File: src/rtl/loader_pkg.sv
`default_nettype none
// +----------------------------------------------------------------------+
// | Package : loader_pkg                                                 |
// | Shared defaults, FSM state encoding and helpers for inst_loader.     |
// | Rev     : 1.0                                                        |
// +----------------------------------------------------------------------+
package loader_pkg;

  // Instruction width of the target core (the `instruction_length macro).
  localparam int DEF_INST_DEPTH = 32;
  localparam int DEF_INST_W     = 32;

  // Loader control states.
  typedef enum logic [1:0] {
    ST_IDLE     = 2'd0,
    ST_ASSEMBLE = 2'd1,
    ST_WRITE    = 2'd2,
    ST_DONE     = 2'd3
  } state_t;

  // Limit a requested word count to the size of the instruction memory.
  function automatic int unsigned clamp_words(input int unsigned req,
                                              input int unsigned depth);
    return (req > depth) ? depth : req;
  endfunction

endpackage
`default_nettype wire

File: src/rtl/inst_loader_if.sv
`default_nettype none
// +----------------------------------------------------------------------+
// | Interface : inst_loader_if                                           |
// | Host control, host byte stream and instruction-memory write port.    |
// | Rev       : 1.0                                                      |
// +----------------------------------------------------------------------+
interface inst_loader_if #(
  parameter int INST_DEPTH = loader_pkg::DEF_INST_DEPTH,
  parameter int INST_W     = loader_pkg::DEF_INST_W
);

  localparam int AW = $clog2(INST_DEPTH);
  localparam int CW = AW + 1;

  // Host control
  logic              start_i;
  logic [CW-1:0]     num_words_i;
  // Host byte stream
  logic              byte_valid_i;
  logic [7:0]        byte_data_i;
  logic              byte_ready_o;
  // Datapath side (inst_we_i / inst_addr_i / instruction_i of the core)
  logic              inst_we_o;
  logic [AW-1:0]     inst_addr_o;
  logic [INST_W-1:0] instruction_o;
  logic              core_hold_o;
  // Status
  logic              busy_o;
  logic              done_o;

  // Loader side
  modport slave (
    input  start_i, num_words_i, byte_valid_i, byte_data_i,
    output byte_ready_o, inst_we_o, inst_addr_o, instruction_o,
           core_hold_o, busy_o, done_o
  );

  // Host / environment side
  modport master (
    output start_i, num_words_i, byte_valid_i, byte_data_i,
    input  byte_ready_o, inst_we_o, inst_addr_o, instruction_o,
           core_hold_o, busy_o, done_o
  );

endinterface
`default_nettype wire

File: src/rtl/byte_packer.sv
`default_nettype none
// +----------------------------------------------------------------------+
// | Module : byte_packer                                                 |
// | Packs a byte stream little-endian into INST_W-bit words.             |
// | Rev    : 1.0                                                         |
// +----------------------------------------------------------------------+
module byte_packer #(
  parameter int INST_W = loader_pkg::DEF_INST_W
) (
  input  wire logic              clk,
  input  wire logic              rst,
  input  wire logic              i_clear,
  input  wire logic              i_byte_valid,
  input  wire logic [7:0]        i_byte_data,
  output logic      [INST_W-1:0] o_word,
  output logic                   o_word_valid
);

  localparam int NB = INST_W / 8;
  localparam int IW = (NB > 1) ? $clog2(NB) : 1;

  logic [IW-1:0]     r_idx;
  logic [INST_W-1:0] r_word;
  logic [INST_W-1:0] w_shift;
  logic              w_last_byte;

  // New bytes enter at the top and slide down, so the first byte of a
  // word ends up in bits [7:0] once the word is complete.
  generate
    if (NB == 1) begin : g_single
      assign w_shift = i_byte_data;
    end else begin : g_multi
      assign w_shift = {i_byte_data, r_word[INST_W-1:8]};
    end
  endgenerate

  assign w_last_byte  = (r_idx == IW'(NB - 1));
  assign o_word_valid = i_byte_valid && w_last_byte;
  assign o_word       = r_word;

  // Byte index and shift register; clear discards any partial word.
  always_ff @(posedge clk or posedge rst) begin
    if (rst) begin
      r_idx  <= '0;
      r_word <= '0;
    end else if (i_clear) begin
      r_idx  <= '0;
      r_word <= '0;
    end else if (i_byte_valid) begin
      r_word <= w_shift;
      r_idx  <= w_last_byte ? '0 : r_idx + IW'(1);
    end
  end

endmodule
`default_nettype wire

File: src/rtl/inst_loader.sv
`default_nettype none
// +----------------------------------------------------------------------+
// | Module : inst_loader                                                 |
// | Loads a host byte stream into the core's instruction memory and      |
// | holds the core off until the load is complete.                       |
// | Rev    : 1.0                                                         |
// +----------------------------------------------------------------------+
module inst_loader #(
  parameter int INST_DEPTH = loader_pkg::DEF_INST_DEPTH,
  parameter int INST_W     = loader_pkg::DEF_INST_W
) (
  input  wire logic   clk,
  input  wire logic   rst,
  inst_loader_if.slave bus
);

  import loader_pkg::*;

  localparam int AW = $clog2(INST_DEPTH);
  localparam int CW = AW + 1;
  localparam logic [CW-1:0] C_DEPTH = CW'(INST_DEPTH);

  state_t            r_state;
  state_t            w_state_nxt;
  logic [CW-1:0]     r_count;
  logic [AW-1:0]     r_addr;

  logic              w_start_acc;
  logic              w_byte_acc;
  logic              w_word_valid;
  logic              w_last_word;
  logic [CW-1:0]     w_num_clamped;
  logic [INST_W-1:0] w_word;

  logic              w_byte_ready;
  logic              w_we;
  logic              w_busy;
  logic              w_hold;
  logic              w_done;

  // Requests larger than the memory are cut to the memory size.
  assign w_num_clamped = CW'(clamp_words(int'(bus.num_words_i), INST_DEPTH));
  assign w_byte_acc    = bus.byte_valid_i && w_byte_ready;
  // The address of the final word is count-1; it never steps past it.
  assign w_last_word   = ({1'b0, r_addr} == (r_count - CW'(1)));

  byte_packer #(
    .INST_W (INST_W)
  ) u_packer (
    .clk          (clk),
    .rst          (rst),
    .i_clear      (w_start_acc),
    .i_byte_valid (w_byte_acc),
    .i_byte_data  (bus.byte_data_i),
    .o_word       (w_word),
    .o_word_valid (w_word_valid)
  );

  // State register.
  always_ff @(posedge clk or posedge rst) begin
    if (rst) begin
      r_state <= ST_IDLE;
    end else begin
      r_state <= w_state_nxt;
    end
  end

  // Next-state and state-decoded outputs.
  always_comb begin
    w_state_nxt  = r_state;
    w_start_acc  = 1'b0;
    w_byte_ready = 1'b0;
    w_we         = 1'b0;
    w_busy       = 1'b0;
    w_hold       = 1'b1;
    w_done       = 1'b0;
    case (r_state)
      ST_IDLE, ST_DONE: begin
        w_hold = (r_state != ST_DONE);
        w_done = (r_state == ST_DONE);
        if (bus.start_i) begin
          w_start_acc = 1'b1;
          w_state_nxt = (bus.num_words_i == '0) ? ST_DONE : ST_ASSEMBLE;
        end
      end
      ST_ASSEMBLE: begin
        w_byte_ready = 1'b1;
        w_busy       = 1'b1;
        if (w_word_valid) begin
          w_state_nxt = ST_WRITE;
        end
      end
      ST_WRITE: begin
        w_we        = 1'b1;
        w_busy      = 1'b1;
        w_state_nxt = w_last_word ? ST_DONE : ST_ASSEMBLE;
      end
      default: begin
        w_state_nxt = ST_IDLE;
      end
    endcase
  end

  // Word count and write address.
  always_ff @(posedge clk or posedge rst) begin
    if (rst) begin
      r_count <= '0;
      r_addr  <= '0;
    end else if (w_start_acc) begin
      r_count <= (w_num_clamped > C_DEPTH) ? C_DEPTH : w_num_clamped;
      r_addr  <= '0;
    end else if ((r_state == ST_WRITE) && !w_last_word) begin
      r_addr  <= r_addr + AW'(1);
    end
  end

  assign bus.byte_ready_o  = w_byte_ready;
  assign bus.inst_we_o     = w_we;
  assign bus.inst_addr_o   = r_addr;
  assign bus.instruction_o = w_word;
  assign bus.core_hold_o   = w_hold;
  assign bus.busy_o        = w_busy;
  assign bus.done_o        = w_done;

endmodule
`default_nettype wire

File: src/flat_wrapper.sv
// flat-port wrapper written by rule: the top's interface ports become plain ports
module inst_loader_flat import loader_pkg::*;
#(
  parameter int INST_DEPTH = loader_pkg::DEF_INST_DEPTH,
  parameter int INST_W     = loader_pkg::DEF_INST_W
)
  (clk, rst, bus_start_i, bus_num_words_i, bus_byte_valid_i, bus_byte_data_i, bus_byte_ready_o, bus_inst_we_o, bus_inst_addr_o, bus_instruction_o, bus_core_hold_o, bus_busy_o, bus_done_o);
  inst_loader_if #(.INST_DEPTH(INST_DEPTH), .INST_W(INST_W)) bus_i ();
  input  wire logic clk;
  input  wire logic rst;
  input wire logic [$bits(bus_i.start_i)-1:0] bus_start_i;
  input wire logic [$bits(bus_i.num_words_i)-1:0] bus_num_words_i;
  input wire logic [$bits(bus_i.byte_valid_i)-1:0] bus_byte_valid_i;
  input wire logic [$bits(bus_i.byte_data_i)-1:0] bus_byte_data_i;
  output wire logic [$bits(bus_i.byte_ready_o)-1:0] bus_byte_ready_o;
  output wire logic [$bits(bus_i.inst_we_o)-1:0] bus_inst_we_o;
  output wire logic [$bits(bus_i.inst_addr_o)-1:0] bus_inst_addr_o;
  output wire logic [$bits(bus_i.instruction_o)-1:0] bus_instruction_o;
  output wire logic [$bits(bus_i.core_hold_o)-1:0] bus_core_hold_o;
  output wire logic [$bits(bus_i.busy_o)-1:0] bus_busy_o;
  output wire logic [$bits(bus_i.done_o)-1:0] bus_done_o;
  assign bus_i.start_i = bus_start_i;
  assign bus_i.num_words_i = bus_num_words_i;
  assign bus_i.byte_valid_i = bus_byte_valid_i;
  assign bus_i.byte_data_i = bus_byte_data_i;
  assign bus_byte_ready_o = bus_i.byte_ready_o;
  assign bus_inst_we_o = bus_i.inst_we_o;
  assign bus_inst_addr_o = bus_i.inst_addr_o;
  assign bus_instruction_o = bus_i.instruction_o;
  assign bus_core_hold_o = bus_i.core_hold_o;
  assign bus_busy_o = bus_i.busy_o;
  assign bus_done_o = bus_i.done_o;
  inst_loader #(.INST_DEPTH(INST_DEPTH), .INST_W(INST_W)) u_core (.clk(clk), .rst(rst), .bus(bus_i));
endmodule
File: config.mk
export PLATFORM = sky130hd
export DESIGN_NAME = inst_loader_flat
export DESIGN_NICKNAME = d
export VERILOG_FILES = /design/src/rtl/loader_pkg.sv /design/src/rtl/inst_loader_if.sv /design/src/rtl/byte_packer.sv /design/src/rtl/inst_loader.sv /design/src/flat_wrapper.sv
export SDC_FILE = /design/constraint.sdc
export NUM_CORES = 1
export LEC_CHECK = 0
export CAP_MARGIN = 25
export CORE_ASPECT_RATIO = 2
export CORE_MARGIN = 1
export CORE_UTILIZATION = 51
export DETAILED_ROUTE_END_ITERATION = 10
export HOLD_SLACK_MARGIN = 0.03
export PLACE_DENSITY = 0.87
export SKIP_LAST_GASP = 1
export SLEW_MARGIN = 5
export SYNTH_ARGS = -nofsm -noshare
export SYNTH_HDL_FRONTEND = slang
export SYNTH_SLANG_ARGS = --single-unit
File: constraint.sdc
create_clock -name clk -period 4 [get_ports clk]
set_clock_uncertainty 0.05 [all_clocks]
set_input_delay 0.4 -clock clk [delete_from_list [all_inputs] [get_ports clk]]
set_output_delay 0.4 -clock clk [all_outputs]
set_load 0.02 [all_outputs]
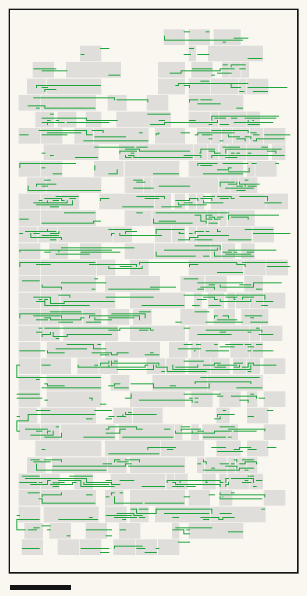
(run_1/met1.png)
Scale bar: 10 um. Cells faint in the background.
share of all routed wire: 40%
nets with wire on the layer: 212
main direction: horizontal

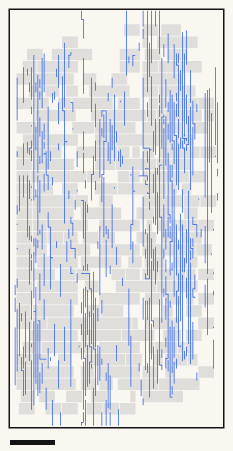
(run_1/met2.png)
Scale bar: 10 um. Cells faint in the background.
wire length on this layer: 2390 um
main direction: vertical
longest straight run: 40.8 um
nets with wire on the layer: 230

==> results.toml, run 1 <==
# generated from flow reports
[global_route]
globalRouteMet1Util_pct = 28.5
global_route.peak_usage_layer = "met2"
grt_max_degree = 48

[floorplan]
fp-utilization_pct = 54.2
die_w_um = 47.4
floorplan.tapcells = 51
floorplan.rows = 32
design.core.area_mm2 = 0.00388

[setup_path]
worst_setup_path_start_kind = "flip-flop"
timing.reg2reg.worst_path_depth = 6
critical-path-top-delay-family = "buffers and inverters"
reg2reg_to = "u_core.u_packer.o_word[15]"
critPathSlowestCell = "sky130_fd_sc_hd__clkdlybuf4s50_1"
worst-path-max-fanout = 6
critPathArrivalTime_ns = 1.89
regToRegStartpoint = "u_core.r_state[0]"
timing.critical_path.from = "u_core.r_state[0]"
crit_top_cell = "sky130_fd_sc_hd__inv_1"
worst_setup_path_end_kind = "output port"
cp.depth = 4

[cts]
insertion_delay_ns = 0.30
cts_inserted_buffers = 5
cts_post_setup_buffers_inserted = 0
cts_max_path_buffers = 2
clock_tree_from_tritoncts = "built"

[logic_synthesis]
syn_nets = 201
ys_dominant_reg_cell = "sky130_fd_sc_hd__dfrtp_1"
synth.cellmix.adderShare_pct = 4.75
syn_inst = 175
synth-seq-cells = 47
ffs_w_async_s_r_synth_pct = 100
ys_sh_simple_pct = 9.86
largest_area_cell = "sky130_fd_sc_hd__dfrtp_1"
ys_sh_mux_pct = 2.91
fraction_of_the_mapped_netlist_area_in_compound_gates_pct = 21.7
yosys-stat-cells = 175

[layout]
antenna_cells_inserted = 0
layout.cell_area.non_filler_mm2 = 0.00290
sequential_cell_total = 47
most-common-layout-cells = "sky130_fd_sc_hd__clkdlybuf4s50_1, sky130_fd_sc_hd__dfrtp_1, sky130_fd_sc_hd__a22o_1, sky130_fd_sc_hd__nand2_1, sky130_fd_sc_hd__nand2b_1"
comb_area_share_pct = 30.1
layout.buffer.nonclock.area_share_pct = 21.6
combGateArea_um2 = 875

[power]
totalPowerFinal_uw = 2180
reported_combinational_group_power_uw = 1020
p_per_area_mw_per_mm2 = 751
p_leak_uw = 0.00129
power.group.top = "combinational logic"
pwr.group.sequential_uw = 752
power.share.clock_pct = 18.5
switch_share_pct = 38.9
p_seq_share_pct = 34.5

[timing]
timing.max_slew.rel_slack_pct = 60.0
worst_hold_slack_ns = 0.241
report.final.slew_viol_count = 0
rsz0062_at_grt = "no"
period_needed_ns = 2.34

[detailed_routing]
met1_length_um = 1770
drcViolationCount = 0

[run_status]
status = "completed"

[placed_design]
place.detailed.hpwl_um = 3120
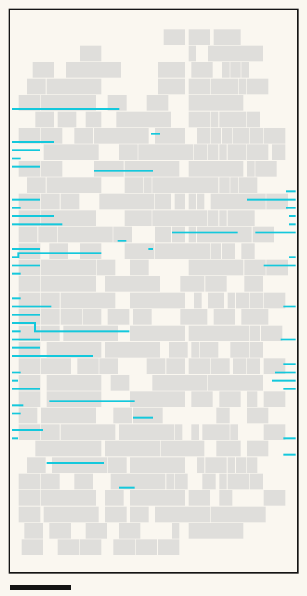
(run_1/met3.png)
Scale bar: 10 um. Cells faint in the background.
wire length on this layer: 241 um
share of all routed wire: 5.4%

==> run_1/pins.png <==
Scale bar: 10 um. Pins as bars across the die edge, other pins in gray.
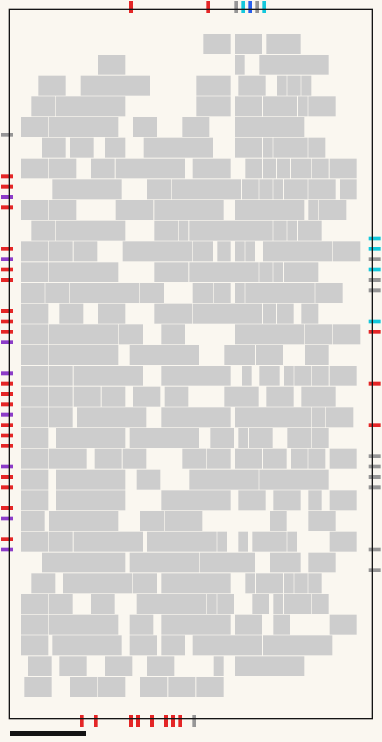

==> run 1 -> run 2 <==
--- a/config.mk
+++ b/config.mk
@@ -8,10 +8,10 @@
 export CAP_MARGIN = 25
 export CORE_ASPECT_RATIO = 2
 export CORE_MARGIN = 1
-export CORE_UTILIZATION = 51
+export CORE_UTILIZATION = 43
 export DETAILED_ROUTE_END_ITERATION = 10
 export HOLD_SLACK_MARGIN = 0.03
-export PLACE_DENSITY = 0.87
+export PLACE_DENSITY = 0.78
 export SKIP_LAST_GASP = 1
 export SLEW_MARGIN = 5
 export SYNTH_ARGS = -nofsm -noshare
==> constraint.sdc (replaced) <==
create_clock -name clk -period 2 [get_ports clk]
set_clock_uncertainty 0.05 [all_clocks]
set_input_delay 0.2 -clock clk [delete_from_list [all_inputs] [get_ports clk]]
set_output_delay 0.2 -clock clk [all_outputs]
set_load 0.02 [all_outputs]
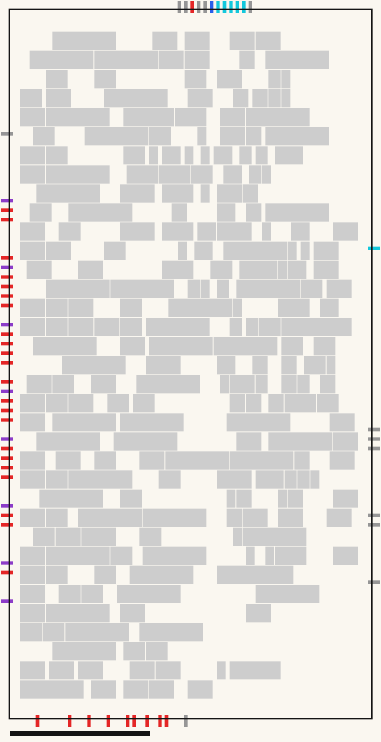
(run_2/pins.png)
Scale bar: 20 um. Pins as bars across the die edge, other pins in gray.
legend:
  `bus_done_o`:
    color: blue
    pins: 1
    direction: output
    edge: top
  `bus_num_words_i`:
    color: cyan
    pins: 6
    direction: input
    edge: 5 top, 1 right
  `bus_instruction_o`:
    color: red
    pins: 32
    direction: output
    edge: 22 left, 9 bottom, 1 top
  `bus_byte_data_i`:
    color: purple
    pins: 8
    direction: input
    edge: left
all pins by edge: 31 left, 12 top, 10 bottom, 7 right

==> run 2 against run 1 <==
  * Final area rose by 1.8%
  * Largest cell class unchanged
  * Setup slack got worse by 1.6 ns
  * Die area increased by 18%
  * Synthesized cell count is the same
  * Via count rose by 1.2%
  * Routed wire length shrank 0.76%
  * Critical path type unchanged
  * Clock-buffer cell count rose by 1
  * Sequential power rose by 95%
  * Non-clock buffer count increased by 7
  * Global-route usage shrank 4.0 points
==> results.toml, run 2 <==
# generated from flow reports
[layout]
sequential_cell_total = 47
layout.cell_area.non_filler_mm2 = 0.00296
drive_gt1_share_pct = 11.1
combGateArea_um2 = 877
most-common-layout-cells = "sky130_fd_sc_hd__clkdlybuf4s50_1, sky130_fd_sc_hd__dfrtp_1, sky130_fd_sc_hd__a22o_1, sky130_fd_sc_hd__nand2_1, sky130_fd_sc_hd__nand2b_1"
antenna_cells_inserted = 0
comb_area_share_pct = 29.7
sh_seq_area_pct = 39.8
layout.buffer.nonclock.area_share_pct = 23.3
number_of_nets_in_the_layout = 268
seq_area_mm2 = 0.00118

[detailed_routing]
drtAntennaViolNets = 0
met1_length_um = 1670
drcViolationCount = 0

[power]
power.group.top = "combinational logic"
pwr.group.sequential_uw = 1470
p_leak_uw = 0.00132
p_seq_share_pct = 33.3
totalPowerFinal_uw = 4410
p_per_area_mw_per_mm2 = 1490
power.share.clock_pct = 16.2
reported_combinational_group_power_uw = 2230

[logic_synthesis]
syn_nets = 201
ys_sh_simple_pct = 9.86
post_synth_main_area_contributors = "sky130_fd_sc_hd__dfrtp_1, sky130_fd_sc_hd__a22o_1, sky130_fd_sc_hd__ha_1, sky130_fd_sc_hd__nand2b_1, sky130_fd_sc_hd__nand2_1"
fraction_of_the_mapped_netlist_area_in_compound_gates_pct = 21.7
synth.cellmix.adderShare_pct = 4.75
ys_dominant_reg_cell = "sky130_fd_sc_hd__dfrtp_1"
ys_sh_mux_pct = 2.91
ffs_w_async_s_r_synth_pct = 100
syn_inst = 175
yosysUniqueCellTypes = 31
largest_area_cell = "sky130_fd_sc_hd__dfrtp_1"
yosys-stat-cells = 175

[cts]
cts_post_setup_buffers_inserted = 0
cts_max_path_buffers = 2
insertion_delay_ns = 0.30
clock_tree_from_tritoncts = "built"
cts_inserted_buffers = 5

[timing]
period_needed_ns = 1.93
worst_hold_slack_ns = 0.182
timing.max_slew.rel_slack_pct = 71.4
report.final.slew_viol_count = 0

[setup_path]
worst_setup_path_end_kind = "output port"
reg2reg_to = "u_core.bus.inst_addr_o[4]"
cp.depth = 4
worst_setup_path_start_kind = "flip-flop"
timing.reg2reg.worst_path_depth = 7
worst-path-max-fanout = 5
regToRegStartpoint = "u_core.r_count[0]"
timing.critical_path.from = "u_core.r_state[0]"
critPathSlowestCell = "sky130_fd_sc_hd__clkdlybuf4s50_1"
critPathArrivalTime_ns = 1.68

[global_route]
global_route.peak_usage_layer = "met2"
grt_max_degree = 48
globalRouteMet1Util_pct = 22.4
use_met3_pct = 5.58

[run_status]
status = "completed"

[placed_design]
place.detailed.hpwl_um = 3170
place.port_buffers = 59

[floorplan]
design.core.area_mm2 = 0.00464
floorplan.tapcells = 55
fp-utilization_pct = 45.4
die_w_um = 51.5
floorplan.rows = 35
==> run 2 -> run 3 <==
--- a/config.mk
+++ b/config.mk
@@ -12,7 +12,6 @@
 export DETAILED_ROUTE_END_ITERATION = 10
 export HOLD_SLACK_MARGIN = 0.03
 export PLACE_DENSITY = 0.78
-export SKIP_LAST_GASP = 1
 export SLEW_MARGIN = 5
 export SYNTH_ARGS = -nofsm -noshare
 export SYNTH_HDL_FRONTEND = slang
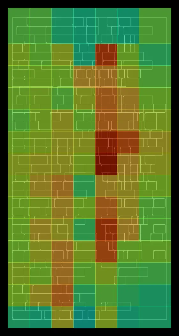
(run_3/final_congestion.png)
met2 Use GR: 33.3%
global router's overall resource usage: 19.6%
detail-routed net length per standard cell: 14.9 um
final core utilization: 63.7%
met3 usage in global routing: 5.58%

==> run 3 against run 2 <==
  * Fmax unchanged
  * Non-clock buffer count unchanged
  * Cell count stayed put
  * Sequential power about the same
  * First-iteration DRC count is the same
  * Critical path depth stayed put
  * Global-route usage did not move
  * Setup slack unchanged
  * Hold slack did not move
  * Register-to-register slack hardly changed
  * Die area stayed put
  * Clock-buffer cell count did not move
  * Critical path type unchanged
  * Critical endpoint unchanged
  * Largest power group unchanged
==> results.toml, run 3 <==
# generated from flow reports
[cts]
cts_post_setup_buffers_inserted = 0
insertion_delay_ns = 0.30
cts_inserted_buffers = 5
cts.repair.resized = 1
clock_tree_from_tritoncts = "built"
cts_max_path_buffers = 2

[layout]
antenna_cells_inserted = 0
number_of_nets_in_the_layout = 268
combGateArea_um2 = 877
layout.cell_area.non_filler_mm2 = 0.00296
sh_seq_area_pct = 39.8
sequential_cell_total = 47
layout.buffer.nonclock.area_share_pct = 23.3
comb_area_share_pct = 29.7
seq_area_mm2 = 0.00118
drive_gt1_share_pct = 11.1
most-common-layout-cells = "sky130_fd_sc_hd__clkdlybuf4s50_1, sky130_fd_sc_hd__dfrtp_1, sky130_fd_sc_hd__a22o_1, sky130_fd_sc_hd__nand2_1, sky130_fd_sc_hd__nand2b_1"

[placed_design]
place.port_buffers = 59
place.detailed.hpwl_um = 3170

[logic_synthesis]
ffs_w_async_s_r_synth_pct = 100
post_synth_main_area_contributors = "sky130_fd_sc_hd__dfrtp_1, sky130_fd_sc_hd__a22o_1, sky130_fd_sc_hd__ha_1, sky130_fd_sc_hd__nand2b_1, sky130_fd_sc_hd__nand2_1"
ys_sh_simple_pct = 9.86
syn_inst = 175
top_cells_by_count = "sky130_fd_sc_hd__dfrtp_1, sky130_fd_sc_hd__a22o_1, sky130_fd_sc_hd__nand2_1"
yosysUniqueCellTypes = 31
ys_sh_mux_pct = 2.91
synth-seq-cells = 47
logic_family = "AND-OR/OR-AND gates"
syn_nets = 201
ys_dominant_reg_cell = "sky130_fd_sc_hd__dfrtp_1"
fraction_of_the_mapped_netlist_area_in_compound_gates_pct = 21.7
synth.cellmix.adderShare_pct = 4.75
yosys-stat-cells = 175

[detailed_routing]
drtAntennaViolNets = 0
met1_length_um = 1670
drcViolationCount = 0
met3WireLength_um = 251
detailroute.via_count = 1623

[setup_path]
worst_setup_path_end_kind = "output port"
timing.critical_path.from = "u_core.r_state[0]"
worst_setup_path_start_kind = "flip-flop"
regToRegStartpoint = "u_core.r_count[0]"
critical-path-top-delay-family = "buffers and inverters"
timing.reg2reg.worst_path_depth = 7
crit_chain = "buf_4 > ha_1 > inv_1 > clkdlybuf4s50_1"
critPathSlowestCell = "sky130_fd_sc_hd__clkdlybuf4s50_1"
cp.depth = 4
critPathArrivalTime_ns = 1.68
reg2reg_to = "u_core.bus.inst_addr_o[4]"
worst-path-max-fanout = 5

[power]
p_seq_share_pct = 33.3
totalPowerFinal_uw = 4410
p_per_area_mw_per_mm2 = 1490
reported_combinational_group_power_uw = 2230
pwr.group.sequential_uw = 1470
switch_share_pct = 39.0
p_leak_uw = 0.00132
power.share.clock_pct = 16.2

[timing]
report.final.slew_viol_count = 0
hold_viol_final = 0
timing.max_slew.rel_slack_pct = 71.4
fin_crit_share_pct = 96.4
period_needed_ns = 1.93
rsz0062_at_grt = "no"
worst_hold_slack_ns = 0.182
max_freq_mhz = 519

[global_route]
grt_pass1_vias = 1664
global_route.peak_usage_layer = "met2"
grt_max_degree = 48
globalRouteMet1Util_pct = 22.4

[run_status]
status = "completed"

[floorplan]
floorplan.tapcells = 55
floorplan.rows = 35
die_w_um = 51.5
design.core.area_mm2 = 0.00464
fp-utilization_pct = 45.4
num_io_pins = 60

[run]
maxCapViolCount = 0
Power figures rest on the tool's default switching activity, not on a simulated workload.
